Fig. 1: run 1, the metal 1 layer
Scale: 2 px per um. Supply wires on this layer in gray.
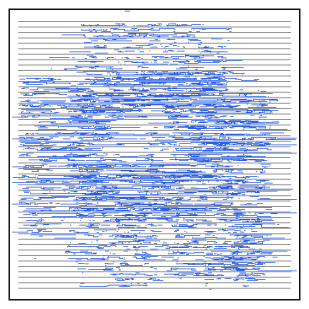
Fig. 2: run 1, M2 wires
Scale: 2 px per um. Cells faint in the background.
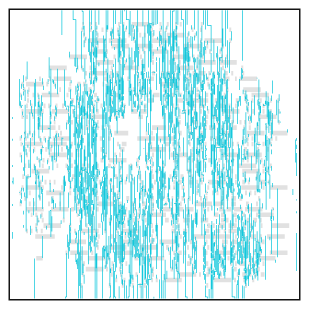
Fig. 3: run 1, signal wires on met3
Scale: 2 px per um.
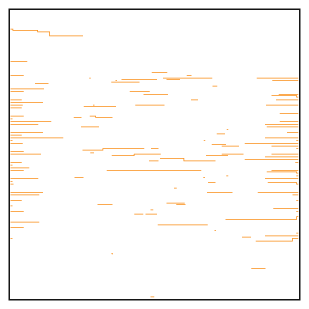
[src/rtl/shift_seq_pkg.sv]
`default_nettype none
// ============================================================================
// Module      : shift_seq_pkg
// Description : Shared types for the shift/rotate sequencer.
// Revision    : 1.0 - initial release
// ============================================================================
package shift_seq_pkg;

    typedef enum logic [2:0] {
        OP_LSL = 3'd0,
        OP_LSR = 3'd1,
        OP_ASR = 3'd2,
        OP_ROL = 3'd3,
        OP_ROR = 3'd4
    } shift_op_e;

    typedef enum logic [0:0] {
        IDLE = 1'b0,
        RUN  = 1'b1
    } seq_state_e;

endpackage
`default_nettype wire

[src/rtl/shift_seq_unit_if.sv]
`default_nettype none
// ============================================================================
// Module      : shift_seq_unit_if
// Description : Control/data bundle between a shift client and shift_seq_unit.
// Revision    : 1.0 - initial release
// ============================================================================
interface shift_seq_unit_if #(
    parameter int WIDTH = 64,
    parameter int CW    = $clog2(WIDTH + 1)
);
    logic             load;
    logic [WIDTH-1:0] data;
    logic             ena;
    logic             big;
    logic [2:0]       op;
    logic             start;
    logic [CW-1:0]    count;
    logic             busy;
    logic             done;
    logic [WIDTH-1:0] q;

    modport master (
        output load, data, ena, big, op, start, count,
        input  busy, done, q
    );

    modport slave (
        input  load, data, ena, big, op, start, count,
        output busy, done, q
    );
endinterface
`default_nettype wire

[src/rtl/shift_step_unit.sv]
`default_nettype none
// ============================================================================
// Module      : shift_step_unit
// Description : Combinational one-step shift/rotate by 1 or STEP bits.
// Revision    : 1.0 - initial release
// ============================================================================
module shift_step_unit
    import shift_seq_pkg::*;
#(
    parameter int WIDTH = 64,
    parameter int STEP  = 8
) (
    input  logic [WIDTH-1:0] q,
    input  logic [2:0]       op,
    input  logic             big,
    output logic [WIDTH-1:0] q_next
);
    logic signed [WIDTH-1:0] w_qs;
    logic        [WIDTH-1:0] w_lsl;
    logic        [WIDTH-1:0] w_lsr;
    logic        [WIDTH-1:0] w_asr;
    logic        [WIDTH-1:0] w_rol;
    logic        [WIDTH-1:0] w_ror;

    assign w_qs = q;

    // Both step sizes are constant shifts, so each leg is pure wiring.
    assign w_lsl = big ? (q << STEP) : (q << 1);
    assign w_lsr = big ? (q >> STEP) : (q >> 1);
    assign w_asr = big ? (w_qs >>> STEP) : (w_qs >>> 1);
    assign w_rol = big ? {q[WIDTH-1-STEP:0], q[WIDTH-1:WIDTH-STEP]}
                       : {q[WIDTH-2:0], q[WIDTH-1]};
    assign w_ror = big ? {q[STEP-1:0], q[WIDTH-1:STEP]}
                       : {q[0], q[WIDTH-1:1]};

    always_comb begin
        q_next = q;
        case (op)
            OP_LSL:  q_next = w_lsl;
            OP_LSR:  q_next = w_lsr;
            OP_ASR:  q_next = w_asr;
            OP_ROL:  q_next = w_rol;
            OP_ROR:  q_next = w_ror;
            default: q_next = q;
        endcase
    end
endmodule
`default_nettype wire

[src/rtl/shift_seq_unit.sv]
`default_nettype none
// ============================================================================
// Module      : shift_seq_unit
// Description : Parametrised shift/rotate register with single-step control
//               and a multi-cycle "shift by N" sequencer (busy/done).
// Revision    : 1.0 - initial release
// ============================================================================
module shift_seq_unit #(
    parameter int WIDTH = 64,
    parameter int STEP  = 8,
    parameter int CW    = $clog2(WIDTH + 1)
) (
    input  logic             clk,
    input  logic             areset_n,
    shift_seq_unit_if.slave  bus
);
    import shift_seq_pkg::*;

    localparam logic [CW-1:0] c_width = CW'(WIDTH);
    localparam logic [CW-1:0] c_step  = CW'(STEP);
    localparam logic [CW-1:0] c_one   = CW'(1);

    seq_state_e       r_state, w_state_nxt;
    logic [WIDTH-1:0] r_q, w_q_nxt;
    logic [CW-1:0]    r_rem, w_rem_nxt;
    logic [2:0]       r_op, w_op_nxt;
    logic             r_done, w_done_nxt;

    logic [2:0]       w_step_op;
    logic             w_step_big;
    logic [WIDTH-1:0] w_step_q;
    logic [CW-1:0]    w_count_sat;
    logic [CW-1:0]    w_rem_dec;

    // One step unit serves both paths: live controls in IDLE, latched op in RUN.
    assign w_step_op  = (r_state == RUN) ? r_op : bus.op;
    assign w_step_big = (r_state == RUN) ? (r_rem >= c_step) : bus.big;

    shift_step_unit #(
        .WIDTH (WIDTH),
        .STEP  (STEP)
    ) u_step (
        .q      (r_q),
        .op     (w_step_op),
        .big    (w_step_big),
        .q_next (w_step_q)
    );

    assign w_count_sat = (bus.count > c_width) ? c_width : bus.count;
    assign w_rem_dec   = r_rem - (w_step_big ? c_step : c_one);

    always_comb begin
        w_state_nxt = r_state;
        w_q_nxt     = r_q;
        w_rem_nxt   = r_rem;
        w_op_nxt    = r_op;
        w_done_nxt  = 1'b0;
        case (r_state)
            IDLE: begin
                if (bus.load) begin
                    w_q_nxt = bus.data;
                end else if (bus.start) begin
                    if (w_count_sat != '0) begin
                        w_op_nxt    = bus.op;
                        w_rem_nxt   = w_count_sat;
                        w_state_nxt = RUN;
                    end else begin
                        w_done_nxt = 1'b1;
                    end
                end else if (bus.ena) begin
                    w_q_nxt = w_step_q;
                end
            end
            RUN: begin
                // A load aborts the sequence silently: no done pulse.
                if (bus.load) begin
                    w_q_nxt     = bus.data;
                    w_rem_nxt   = '0;
                    w_state_nxt = IDLE;
                end else begin
                    w_q_nxt   = w_step_q;
                    w_rem_nxt = w_rem_dec;
                    if (w_rem_dec == '0) begin
                        w_state_nxt = IDLE;
                        w_done_nxt  = 1'b1;
                    end
                end
            end
            default: w_state_nxt = IDLE;
        endcase
    end

    always_ff @(posedge clk or negedge areset_n) begin
        if (!areset_n) begin
            r_state <= IDLE;
            r_q     <= '0;
            r_rem   <= '0;
            r_op    <= '0;
            r_done  <= 1'b0;
        end else begin
            r_state <= w_state_nxt;
            r_q     <= w_q_nxt;
            r_rem   <= w_rem_nxt;
            r_op    <= w_op_nxt;
            r_done  <= w_done_nxt;
        end
    end

    assign bus.q    = r_q;
    assign bus.busy = (r_state == RUN);
    assign bus.done = r_done;
endmodule
`default_nettype wire

[src/flat_wrapper.sv]
// flat-port wrapper written by rule: the top's interface ports become plain ports
module shift_seq_unit_flat import shift_seq_pkg::*;
#(
    parameter int WIDTH = 64,
    parameter int STEP  = 8,
    parameter int CW    = $clog2(WIDTH + 1)
)
  (clk, areset_n, bus_load, bus_data, bus_ena, bus_big, bus_op, bus_start, bus_count, bus_busy, bus_done, bus_q);
  shift_seq_unit_if #(.WIDTH(WIDTH), .CW(CW)) bus_i ();
  input  logic clk;
  input  logic areset_n;
  input wire logic [$bits(bus_i.load)-1:0] bus_load;
  input wire logic [$bits(bus_i.data)-1:0] bus_data;
  input wire logic [$bits(bus_i.ena)-1:0] bus_ena;
  input wire logic [$bits(bus_i.big)-1:0] bus_big;
  input wire logic [$bits(bus_i.op)-1:0] bus_op;
  input wire logic [$bits(bus_i.start)-1:0] bus_start;
  input wire logic [$bits(bus_i.count)-1:0] bus_count;
  output wire logic [$bits(bus_i.busy)-1:0] bus_busy;
  output wire logic [$bits(bus_i.done)-1:0] bus_done;
  output wire logic [$bits(bus_i.q)-1:0] bus_q;
  assign bus_i.load = bus_load;
  assign bus_i.data = bus_data;
  assign bus_i.ena = bus_ena;
  assign bus_i.big = bus_big;
  assign bus_i.op = bus_op;
  assign bus_i.start = bus_start;
  assign bus_i.count = bus_count;
  assign bus_busy = bus_i.busy;
  assign bus_done = bus_i.done;
  assign bus_q = bus_i.q;
  shift_seq_unit #(.WIDTH(WIDTH), .STEP(STEP), .CW(CW)) u_core (.clk(clk), .areset_n(areset_n), .bus(bus_i));
endmodule
[config.mk]
export PLATFORM = sky130hd
export DESIGN_NAME = shift_seq_unit_flat
export DESIGN_NICKNAME = d
export VERILOG_FILES = /design/src/rtl/shift_seq_pkg.sv /design/src/rtl/shift_seq_unit_if.sv /design/src/rtl/shift_step_unit.sv /design/src/rtl/shift_seq_unit.sv /design/src/flat_wrapper.sv
export SDC_FILE = /design/constraint.sdc
export NUM_CORES = 1
export LEC_CHECK = 0
export ABC_AREA = 1
export CELL_PAD_IN_SITES_DETAIL_PLACEMENT = 1
export CELL_PAD_IN_SITES_GLOBAL_PLACEMENT = 2
export CORE_MARGIN = 4
export CORE_UTILIZATION = 33
export CTS_CLUSTER_SIZE = 8
export DETAILED_ROUTE_END_ITERATION = 10
export DONT_BUFFER_PORTS = 1
export PLACE_DENSITY = 0.86
export SKIP_LAST_GASP = 1
export SLEW_MARGIN = 0
export SYNTH_ARGS = -nofsm -noshare
export SYNTH_HDL_FRONTEND = slang
export SYNTH_SLANG_ARGS = --single-unit
[constraint.sdc]
create_clock -name clk -period 2.4 [get_ports clk]
set_input_delay 0.24 -clock clk [delete_from_list [all_inputs] [get_ports clk]]
set_output_delay 0.24 -clock clk [all_outputs]
set_load 0.01 [all_outputs]
==> summary.rpt, run 1 <==
FLOW METRICS REPORT
----------------------------------------------------
[Floorplan]
  Height of the chip ........................ 144.5 um
  Pre-placement core utilization ........................ 0.3389
  Area of the core ........................ 0.01815 mm^2
  Number of top-level pins ........................ 146
  Die X-Extent ........................ 144.5 um
  Row cnt ........................ 49

[Setup path]
  Slowest cell delay on critical path ........................ 380 ps
  Crit. Startpoint ........................ u_core.bus.busy$_DFF_PN0_
  Reg-to-reg critical path endpoint ........................ u_core.bus.busy$_DFF_PN0_
  Critical path endpoint ........................ u_core.bus.busy$_DFF_PN0_
  Worst reg2reg path depth ........................ 12
  Launching point of the worst reg2reg path ........................ u_core.bus.busy$_DFF_PN0_
  Data arrival time of the critical path ........................ 2530 ps
  CP bufs+invs ........................ 1
  Number of cells on the critical path ........................ 12

[Synth]
  Number of enable-type register cells in the synthesized netlist ........................ 0
  Number of nets at floorplan ........................ 1108
  Main kind of combinational logic by area ........................ simple AND/OR/NAND/NOR gates
  Cell area after synthesis ........................ 0.006150 mm^2
  Synthesis Warnings ........................ 0
  Fraction of the mapped netlist area in adder cells ........................ 0.006104
  Average instance area after synthesis ........................ 6.000 um^2
  Share of async-settable or async-resettable flops after synthesis ........................ 1.000
  Biggest area consumer among synthesized cells ........................ sky130_fd_sc_hd__dfrtp_1
  Sequential-to-total area share from yosys stat ........................ 0.3093

[Cells and area]
  Most common cell after layout, fill and taps aside ........................ sky130_fd_sc_hd__nand2_1
  Utilization after layout ........................ 0.3627
  Top library cells by usage in the layout, fill and taps aside ........................ 356 x sky130_fd_sc_hd__nand2_1, 188 x sky130_fd_sc_hd__nand3_1, 161 x sky130_fd_sc_hd__nor2_1, 94 x sky130_fd_sc_hd__inv_1, 76 x sky130_fd_sc_hd__dfrtp_1
  Syn-to-layout area delta ........................ 7.019%
  Post-layout nets ........................ 1082
  Total area of multi-input combinational cells ........................ 0.003543 mm^2

[Clock tree]
  Insertion delay of the later-clocked pin in the worst-skew pair ........................ 350 ps
  Clock sink total ........................ 76
  Number of buffers inserted to repair setup after CTS ........................ 0
  Number of buffers created by CTS ........................ 9

[Power]
  P_seq ........................ 2.32 mW
  Worst vdd rail ir drop ........................ 0.4061 mV
  Switching power summed over all nets ........................ 3.237 mW

[Status]
  Run status ........................ finished clean

[Global route]
  GR met1 Demand/Resource ........................ 0.2917
  Global-route total usage across every layer ........................ 0.2189
  Via count of the first global-routing pass ........................ 6616
  Number of antenna violations at the first check in global routing ........................ 0

[Timing]
  Final setup slack of the worst path ........................ 158.8 ps
  Min cycle time layout ........................ 2241 ps

[Min path]
  Hold wc startpoint ........................ bus_op[0]

[Detailed routing]
  WL per Instance ........................ 18.41 um
  Detail Route Antenna Nets ........................ 0

[Placement]
  Weighted congestion at the end of routability-driven global placement ........................ 0.9186

----------------------------------------------------
## Picture notes: Fig. 1
main direction: horizontal
longest straight run: 48.3 um
wire length on this layer: 10300 um
vias after detailed routing: 6459
total length of routed wires: 22700 um

## Picture notes: Fig. 2
nets with wire on the layer: 889
longest straight run: 59.7 um
global-route track usage on met2: 0.3614

## Picture notes: Fig. 3
main direction: horizontal
wire length on this layer: 1180 um
share of all routed wire: 5.2%
GR Layer Usage met3: 0.04167

run 1: routing by layer:
metal	up-vias	share of wire
met1	3103	0.45
met3	32	0.052
met2	155	0.48
met5	-	0
li1	3169	-
met4	0	0.018
run 1: layout make-up:
| class | count | area share |
|---|---|---|
| Timing Repair Buffer | 20 | 0.03194 |
| Multi-Input combinational cell | 793 | 0.5384 |
| Clock inverter | 2 | 0.001521 |
| Tap cell | 229 | 0.04354 |
| Sequential cell | 76 | 0.2890 |
| Inverter | 99 | 0.05703 |
| Clock buffer | 14 | 0.03859 |
run 1: timing repair:
| action | in CTS | in global routing |
|---|---|---|
| hold buffers | 2 | 0 |
| gates resized | 0 | 1 |
| endpoints found under the setup margin | 0 | 1 |
| hold endpoints to repair | 76 | 0 |
Fig. 4: run 1, signal wires on met4
Scale: 2 px per um. Supply wires on this layer in gray.
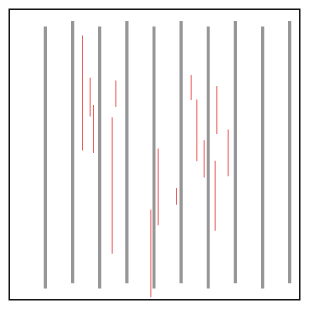

## Run 2: what changed since run 1
Settings changed: MAX_ROUTING_LAYER set to met4.
Fig. 5: run 2, signal wires on met4
Scale: 2 px per um. Supply wires on this layer in gray.
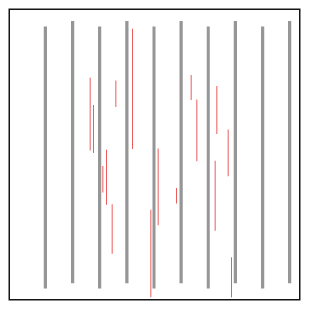
longest straight run: 59.8 um
wire length on this layer: 430 um
main direction: vertical
share of all routed wire: 1.9%
nets with wire on the layer: 11
total length of routed wires: 22800 um
vias after detailed routing: 6456

==> run 2 against run 1 <==
  * Die area unchanged
  * Clock power about the same
  * Total power about the same
  * Global-route usage increased by 0.66 points
  * Clock-buffer cell count unchanged
  * Combinational power about the same
  * Flip-flop count unchanged
  * Maximum frequency about the same
  * Hold slack about the same
  * Via count about the same
  * Sequential share of layout area unchanged
  * Non-clock buffer count unchanged
  * Critical path type unchanged
  * Critical endpoint unchanged
  * Highest routed layer unchanged
==> summary.rpt, run 2 <==
FLOW METRICS REPORT
----------------------------------------------------
[Setup path]
  Critical path endpoint ........................ u_core.bus.busy$_DFF_PN0_
  Crit. Startpoint ........................ u_core.bus.busy$_DFF_PN0_

[Detailed routing]
  Metal1 wirelength ........................ 10390 um (+1.1%)
  Uppermost layer routed ........................ met4
  Total met2 wirelength after detailed routing ........................ 10780 um (-0.44%)
  Routed length on met3 ........................ 1192 um (+0.85%)
  Detail Route Antenna Nets ........................ 0 (unchanged)

[Cells and area]
  Mi-comb count ........................ 793 (unchanged)
  Largest class ........................ combinational gates
  Syn-to-layout area delta ........................ 7.019% (unchanged)
  Combinational share of cell area ........................ 0.5384 (unchanged)
  Total area of multi-input combinational cells ........................ 0.003543 mm^2 (unchanged)

[Floorplan]
  Row cnt ........................ 49 (unchanged)
  Number of top-level pins ........................ 146 (unchanged)
  Height of the chip ........................ 144.5 um (unchanged)

[Global route]
  Number of antenna violations at the first check in global routing ........................ 0 (unchanged)
  Global-route track usage on met2 ........................ 0.3614 (unchanged)
  Via count of the first global-routing pass ........................ 6603 (-0.20%)

[Synth]
  Number of enable-type register cells in the synthesized netlist ........................ 0 (unchanged)

[Status]
  Run status ........................ finished clean

----------------------------------------------------
==> run 2: cell counts after synthesis <==
Identical to the previous run, type by type.
==> run 2: kinds of logic (layout without fill, tap and decap cells) <==
group / after synthesis / after routing
AOI/OAI and AO/OA: 32 / 32
xor gates and xnor gates: 4 / 4
DFF: 76 / 76
buffers and inverters: 156 / 135
adders and majority gates: 3 / 3
and+or+nand+nor: 754 / 754
==> run 2: power by group <==
group,switching [mW],internal [mW]
logic,2.03,0.922
clock network,0.577,0.728
registers,0.632,1.68
total,3.24,3.33
==> run 2: timing repair <==
item,CTS,global route
hold endpoints to repair,76,0
setup endpoints to repair,0,1
resized,0,1
hold buffers,2,0
setup buffers,0,0
Fig. 6: run 2, the metal 1 layer
Scale: 2 px per um. Supply wires on this layer in gray.
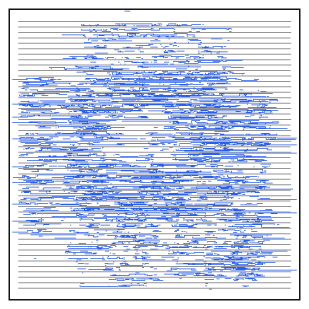

## Run 3: what changed since run 2
Settings changed: CORE_UTILIZATION 33 to 36, CTS_CLUSTER_SIZE 8 to unset, PLACE_DENSITY 0.86 to 0.93.
Clock period 2.4 ns to 2.6 ns, I/O delays scaled along.
Fig. 7: run 3, the metal 1 layer
Scale: 3 px per um. Supply wires on this layer in gray.
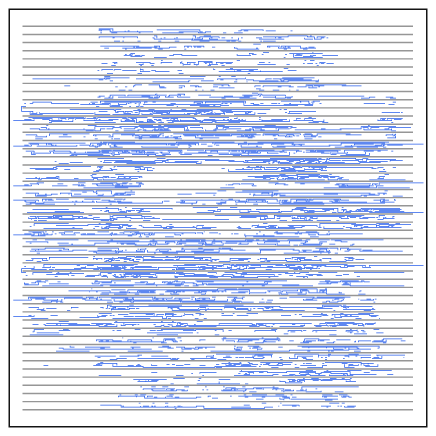
wire length on this layer: 9830 um
share of all routed wire: 45%
main direction: horizontal
nets with wire on the layer: 985
GR met1 Demand/Resource: 0.3044
total length of routed wires: 21840 um
vias after detailed routing: 6424

==> run 3 against run 2 <==
  * Final cell count shrank 1.5%
  * Core utilization rose by 2.8 points
  * Non-clock buffer count is 6 lower
  * Largest power group unchanged
  * Sequential share of layout area up 0.34 points
  * Die area decreased by 7.9%
  * Clock skew decreased by 1.3 ps
==> summary.rpt, run 3 <==
FLOW METRICS REPORT
----------------------------------------------------
[Status]
  Run status ........................ finished clean

[Clock tree]
  Insertion delay of the later-clocked pin in the worst-skew pair ........................ 350 ps

[Setup path]
  Worst reg2reg path depth ........................ 11
  Type of the worst setup path ........................ reg2reg
  Number of cells on the critical path ........................ 11
  Critical path endpoint ........................ u_core.bus.busy$_DFF_PN0_
  Crit. Startpoint ........................ u_core.bus.busy$_DFF_PN0_
  Endpoint required time on the critical path ........................ 2840 ps
  Type of element capturing the critical path ........................ flop
  Reg-to-reg critical path endpoint ........................ u_core.bus.busy$_DFF_PN0_

[Synth]
  Mux share ........................ 0
  Number of enable-type register cells in the synthesized netlist ........................ 0 (unchanged)
  Yosys Chip Area ........................ 0.006150 mm^2
  Number of nets at floorplan ........................ 1108

[Power]
  P_seq ........................ 2.14 mW (-7%)
  Cell internal pwr ........................ 3.047 mW (-8.6%)
  Switching power summed over all nets ........................ 2.949 mW (-9.1%)
  Clock share of power ........................ 0.200 (about the same)
  Portion of total power attributed to sequential cells ........................ 0.357 (+0.005)
  Reported clock group power ........................ 1.20 mW (-8%)
  Group drawing the most power ........................ combinational cells
  Logic gate share of total power ........................ 0.443 (-0.007)
  Sw frac ........................ 0.4918 (-0.001325)

[Detailed routing]
  Uppermost layer routed ........................ met4
  Total met2 wirelength after detailed routing ........................ 10170 um (-5.7%)
  Routed length on met3 ........................ 1331 um (+12%)
  Detail Route Antenna Nets ........................ 0 (unchanged)

[Global route]
  Via count of the first global-routing pass ........................ 6512 (-1.4%)
  Number of antenna violations at the first check in global routing ........................ 0 (unchanged)

[Floorplan]
  Height of the chip ........................ 138.7 um (-4.0%)
  Number of top-level pins ........................ 146 (unchanged)
  Row cnt ........................ 47 (-4.1%)

[Cells and area]
  Syn-to-layout area delta ........................ 5.839%
  Total area of multi-input combinational cells ........................ 0.003543 mm^2 (unchanged)

----------------------------------------------------
==> run 3: cell counts after synthesis <==
No cell type changed its count.
==> run 3: what timing repair did <==
action | in CTS | in global routing
setup buffers | 0 | 0
endpoints found under the setup margin | 0 | 56
hold buffers | 2 | 0
endpoints found under the hold margin | 76 | 0
resized | 0 | 4
==> run 3: layout make-up <==
cell class	instances	share of cell area
well taps	220	0.04229
flip-flops and latches	76	0.2924
clock inverters	2	0.001922
repair buffers	14	0.02211
inverters	99	0.05805
clock buffers	11	0.03883
multi-input cells	793	0.5444
==> run 3: metrics by stage <==
stage	utilization	cells
after global routing	0.3911	1215
after floorplan	-	1025
final	0.3911	1215
after CTS	0.3906	1215
after global placement	0.3725	1200
after detailed placement	0.3725	1200

==> gallery <==
Placement view.
picture 1
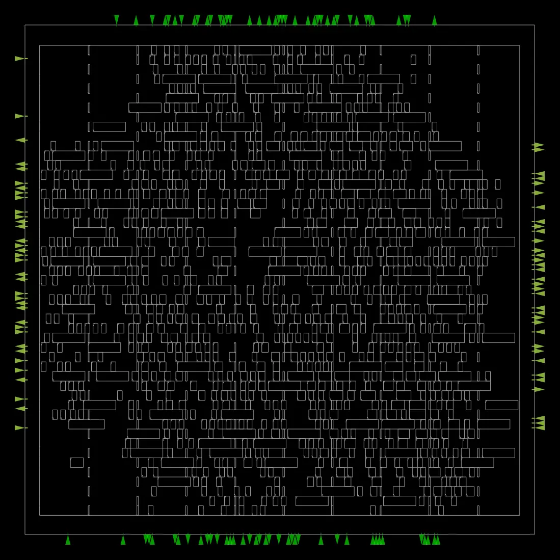
picture 2
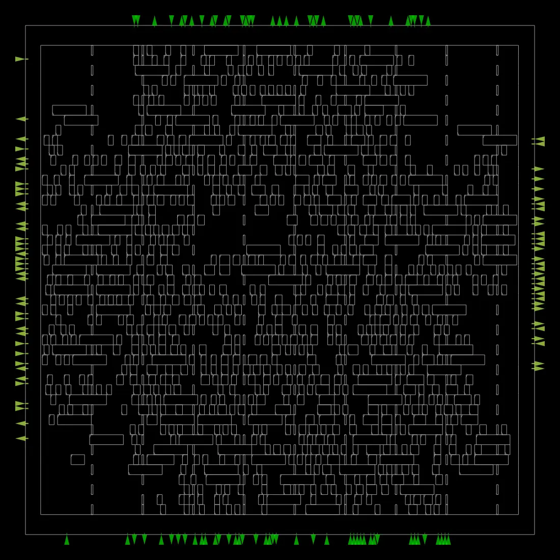
Picture 1 is run 1.
Picture 2 is run 3.

Power and IR drop assume default switching activity.
